### src/rtl/enc_velocity.sv
// Encoder velocity estimator: samples the position count once per window, forms a
// wrap-safe signed delta, and reports a moving average of the last 2^AVG_LOG2 deltas.
module enc_velocity #(
  parameter int WINDOW   = 1000,
  parameter int AVG_LOG2 = 2
) (
  input  logic        clk,
  input  logic        reset,
  input  logic [15:0] count,
  input  logic        faultn,
  input  logic        enable,
  input  logic        clear_fault,
  output logic [15:0] delta,
  output logic [15:0] velocity,
  output logic        vel_valid,
  output logic        fault_latched
);

  localparam int CW    = $clog2(WINDOW);
  localparam int DEPTH = 1 << AVG_LOG2;
  localparam int SW    = 16 + AVG_LOG2;
  localparam logic [CW-1:0] LAST = CW'(WINDOW - 1);

  typedef enum logic [1:0] {IDLE, PRIME, RUN} state_t;

  state_t                  state_reg, state_next;
  logic [CW-1:0]           cnt_reg;
  logic [15:0]             prev_reg;
  logic                    pend_reg;
  logic [DEPTH-1:0][15:0]  hist_reg;
  logic [DEPTH-1:0][15:0]  hist_shift;
  logic signed [SW-1:0]    sum_reg;
  logic signed [SW-1:0]    sum_next;
  logic signed [SW-1:0]    delta_ext;
  logic signed [SW-1:0]    oldest_ext;
  logic signed [15:0]      avg;

  always_comb begin
    state_next = state_reg;
    case (state_reg)
      IDLE:    if (enable) state_next = PRIME;
      PRIME:   state_next = RUN;
      RUN:     state_next = RUN;
      default: state_next = IDLE;
    endcase
    if (!enable) state_next = IDLE;
  end

  always_ff @(posedge clk) begin
    if (reset) state_reg <= IDLE;
    else       state_reg <= state_next;
  end

  // New delta enters at the head; the oldest entry drops off the tail.
  for (genvar gi = 0; gi < DEPTH; gi++) begin : g_hist
    if (gi == 0) begin : g_head
      assign hist_shift[gi] = delta;
    end else begin : g_tail
      assign hist_shift[gi] = hist_reg[gi-1];
    end
  end

  assign delta_ext  = SW'($signed(delta));
  assign oldest_ext = SW'($signed(hist_reg[DEPTH-1]));
  assign sum_next   = sum_reg + delta_ext - oldest_ext;
  assign avg        = 16'(sum_next >>> AVG_LOG2);

  always_ff @(posedge clk) begin
    if (reset) begin
      cnt_reg       <= '0;
      prev_reg      <= '0;
      pend_reg      <= 1'b0;
      hist_reg      <= '0;
      sum_reg       <= '0;
      delta         <= '0;
      velocity      <= '0;
      vel_valid     <= 1'b0;
      fault_latched <= 1'b0;
    end else begin
      // Set has priority over a simultaneous clear.
      if (!faultn)          fault_latched <= 1'b1;
      else if (clear_fault) fault_latched <= 1'b0;

      vel_valid <= 1'b0;

      if (!enable) begin
        cnt_reg  <= '0;
        pend_reg <= 1'b0;
        hist_reg <= '0;
        sum_reg  <= '0;
        delta    <= '0;
        velocity <= '0;
      end else begin
        case (state_reg)
          PRIME: begin
            prev_reg <= count;
            cnt_reg  <= '0;
            pend_reg <= 1'b0;
          end
          RUN: begin
            if (cnt_reg == LAST) begin
              cnt_reg  <= '0;
              delta    <= count - prev_reg;
              prev_reg <= count;
              pend_reg <= 1'b1;
            end else begin
              cnt_reg  <= cnt_reg + CW'(1);
              pend_reg <= 1'b0;
            end
            if (pend_reg) begin
              sum_reg   <= sum_next;
              hist_reg  <= hist_shift;
              velocity  <= avg;
              vel_valid <= 1'b1;
            end
          end
          default: pend_reg <= 1'b0;
        endcase
      end
    end
  end

endmodule

### config.mk
export PLATFORM = sky130hd
export DESIGN_NAME = enc_velocity
export DESIGN_NICKNAME = d
export VERILOG_FILES = /design/src/rtl/enc_velocity.sv
export SDC_FILE = /design/constraint.sdc
export NUM_CORES = 1
export LEC_CHECK = 0
export CAP_MARGIN = 10
export CORE_MARGIN = 3
export CORE_UTILIZATION = 40
export DETAILED_ROUTE_END_ITERATION = 7
export PLACE_DENSITY = 0.64
export SETUP_SLACK_MARGIN = 0.02
export SYNTH_ARGS = -nofsm -noshare
export SYNTH_HDL_FRONTEND = slang
export SYNTH_SLANG_ARGS = --single-unit
export TNS_END_PERCENT = 10
### constraint.sdc
create_clock -name clk -period 3.47 [get_ports clk]
set_clock_uncertainty 0.15 [all_clocks]
set_input_delay 0.694 -clock clk [delete_from_list [all_inputs] [get_ports clk]]
set_output_delay 0.694 -clock clk [all_outputs]
set_load 0.01 [all_outputs]
==> impl_metrics.env <==
# flow metrics
export IMPL_rrSetupSlack_ns=0.28
export IMPL_r2r_cells=11
export IMPL_die_y_um=137
export IMPL_clock_latency_ns=0.42
export IMPL_r2r_end="velocity[11]"
export IMPL_power_leader="the clock network"
export IMPL_fmax_ghz=0.313
export IMPL_logic_gate_count=578
export IMPL_critPathLaunchType="flop"
export IMPL_final_setup_worst_slack_ns=0.277
export IMPL_fin_crit_ns=3.19
export IMPL_seq_area_um2=2580
export IMPL_comb_area_um2=3670
export IMPL_cp_slowest_cell="fa_1"
export IMPL_min_to="hist_reg[52]"
export IMPL_rsz0062_at_grt="false"
export IMPL_maxSlewViolCount=0
export IMPL_syn_area_um2=6900
export IMPL_routed_wirelength_um=15000
export IMPL_inv_count=92
export IMPL_power_frac_comb_pct=5.8
export IMPL_drive_gt1_share_pct=6.54
export IMPL_ys_warn_count=0
export IMPL_wire_per_inst_um=13.4
export IMPL_drt_iter0_drc=285
export IMPL_path_cells="inv_1 -> fa_1 -> inv_1 -> ha_1 -> a21oi_1 -> o22ai_1 -> or3_1 -> a41oi_2 -> a2bb2oi_1 -> nand2_1 -> o311ai_1"
export IMPL_drc=0
export IMPL_largest_reg_flops=64
export IMPL_crit_required_ns=3.63
export IMPL_avgSynthCellArea_um2=8.08
export IMPL_synth_nets=931
export IMPL_mux_share_pct=2.90
export IMPL_xor_area_share_pct=4.06
export IMPL_p_comb_mw=0.208
export IMPL_synth_top_cell_by_count="nand2_1"
export IMPL_ctsResizeCount=0
export IMPL_edf_count=0
export IMPL_timing_hold_ws_ns=0.298
export IMPL_grt_pass1_wl_um=25600
export IMPL_yosys_cells=854
export IMPL_aoi_share_pct=15.0
export IMPL_switching_power_mw=0.765
export IMPL_min_from="hist_reg[36]"
export IMPL_drv_cap=0
export IMPL_clock_sinks=129
export IMPL_ys_area_um2=6900
export IMPL_crit_path_frequent_cell="inv_1"
export IMPL_ys_top_cells_by_count="nand2_1 (172), dfxtp_1 (129), a21oi_1 (101)"
export IMPL_seq_share_pct=31.6
export IMPL_switching_share_pct=21.2
export IMPL_ctsHoldBuffers=0
export IMPL_synth_area_top_cells="dfxtp_1 (37%), nand2_1 (9.4%), a21oi_1 (7.3%), ha_1 (6.9%), fa_1 (5.2%)"
export IMPL_synth_cell_type_count=57
export IMPL_synthCells=854
export IMPL_gr_total_overflow=0
export IMPL_critPathLaunch="delta[1]"
export IMPL_setup_worst_path_class="flop to flop"
export IMPL_largest_cell_class="logic gates"
export IMPL_cts_path_max_buffers=2
export IMPL_cp_top_family="AND-OR/OR-AND gates"
export IMPL_ir_worst_vdd_mv=0.351
export IMPL_design_seq_count=129
export IMPL_critPathCaptureType="flop"
export IMPL_fa_ha_area_share_pct=12.1
export IMPL_layout_top_cells="nand2_1 (171), dfxtp_1 (129), a21oi_1 (101), inv_1 (92), nor2_1 (55)"
export IMPL_pwr_share_seq_pct=41.5
export IMPL_final_nonclk_buf_share_pct=8.32
export IMPL_endpoint="velocity[11]"
export IMPL_comb_cell_share_pct=44.8
export IMPL_cts_buffers_inserted=17
export IMPL_min_path_type="flop to flop"
export IMPL_area_growth_pct=18.5
export IMPL_slew_headroom_pct=52.1
export IMPL_fin_setup_tns_ns=0
export IMPL_clock_area_share_pct=7.71
export IMPL_max_stage_delay_ns=0.59
export IMPL_root_buffer="clkbuf_16"
export IMPL_hold_depth=2
export IMPL_gp_congestion=0.865
export IMPL_fp_util_pct=41.2
export IMPL_period_used_pct=92.0
export IMPL_warnings=29
export IMPL_timing_critical_path_buf_inv=2
export IMPL_p_leak_nw=3.15
export IMPL_synthSimpleGateAreaFrac_pct=19.0
export IMPL_synthFlopType="dfxtp_1"
export IMPL_nets=966
export IMPL_antenna_found_initial=0
export IMPL_vias=5478
export IMPL_nNonClkBuffers=71
export IMPL_n_antenna_cell=0
export IMPL_postCtsSetupRepairBufs=0
export IMPL_r2r_start="delta[1]"
export IMPL_rows=47
export IMPL_p_int_mw=2.84
export IMPL_clkSlewWorstSetupHoldPaths_ns=0.06
export IMPL_cts_tree="built"
export IMPL_yosysSeqAreaShare_pct=37.4
export IMPL_port_buffers=54
export IMPL_fillers=1677
export IMPL_worstPathMaxFanout=4
export IMPL_crit_arrival_ns=3.35
export IMPL_grt_pass1_vias=5318
export IMPL_status="finished clean"
export IMPL_dp_hpwl_um=10700
export IMPL_pg_clk_mw=1.90
export IMPL_synth_flops=129
export IMPL_drtAntennaViolNets=0
export IMPL_n_tap_cell=220
export IMPL_synth_top_area_share_pct=37.4
export IMPL_die_w_um=137
export IMPL_nClkBuffers=22
export IMPL_power_density_nw_per_um2=440
export IMPL_logic_family="simple AND/OR/NAND/NOR gates"
export IMPL_dieArea_um2=18900
export IMPL_finalSetupViolCount=0
==> routing by layer <==
layer | GRT usage [%] | wire [µm]
met1 | 24.0 | 7760
met2 | 25.3 | 6330
met3 | 4.82 | 664
met4 | 5.82 | 247
met5 | 0 | 0
==> per-stage QoR <==
| stage | cell area (µm²) | cells | total power, mW | util (%) |
|---|---|---|---|---|
| 3_3_place_gp | 7550 | 1090 | 1.73 | 45.1 |
| 6_report | 8180 | 1122 | 3.60 | 48.8 |
| 2_1_floorplan | 6900 | 854 | 1.67 | - |
| 5_1_grt | 8180 | 1122 | 3.73 | 48.8 |
| 4_1_cts | 8180 | 1122 | 3.64 | 48.8 |
| 3_5_place_dp | 7550 | 1090 | 1.73 | 45.1 |
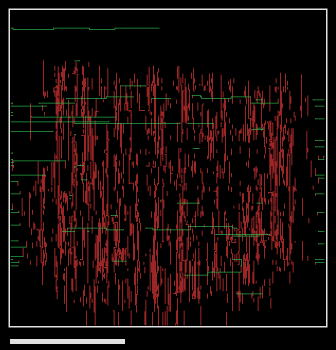
(routed metal, one color a layer)
Scale bar: 50 µm. Two of the layers only.
legend:
  M2:
    color: red
    wire_length: 6330 µm
  M3:
    color: green
    wire_length: 664 µm

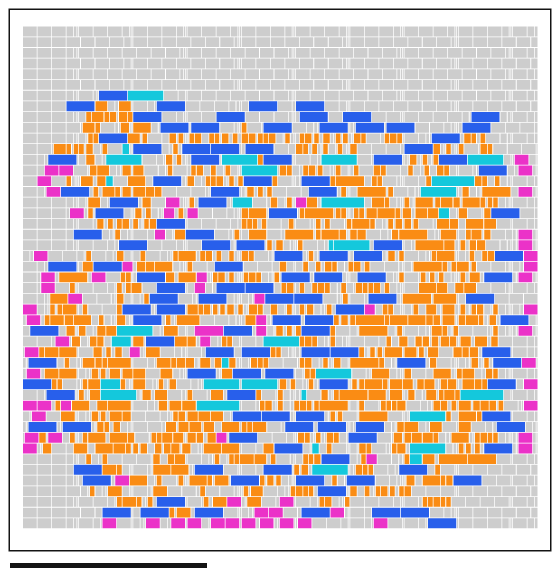
(cell classes on the final placement)
Scale bar: 50 µm. Fill, decap, tap and diode cells in gray.
legend:
  clock drivers and dummy loads:
    color: cyan
    cells: 32
    share_of_their_area: 8.0%
  remaining buffers and delay cells:
    color: magenta
    cells: 71
    share_of_their_area: 8.6%
  registers:
    color: blue
    cells: 129
    share_of_their_area: 33%
  remaining logic cells:
    color: orange
    cells: 670
    share_of_their_area: 51%
fin area: 8180 µm²
Core Util, Final: 48.8%

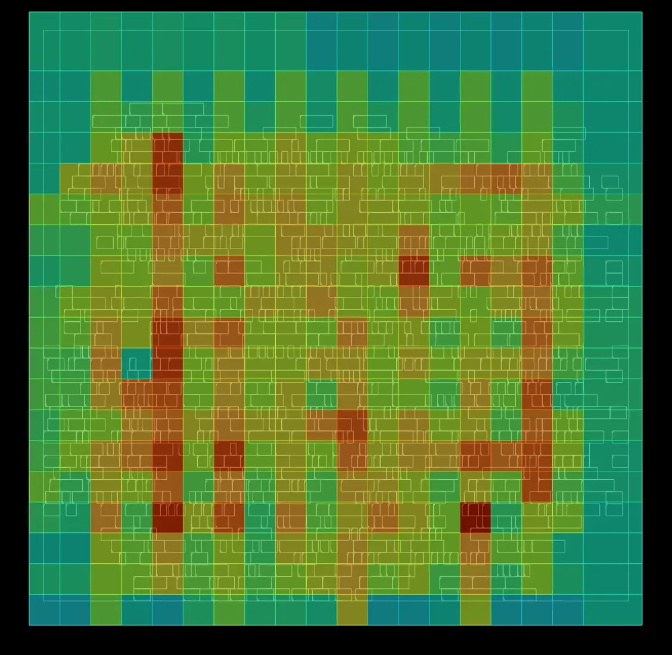
(congestion heat map)
met2 global-route usage: 25.3%
gr usage total: 17.1%
met3 Track Usage GR: 4.82%

Power figures rest on the tool's default switching activity, not on a simulated workload.
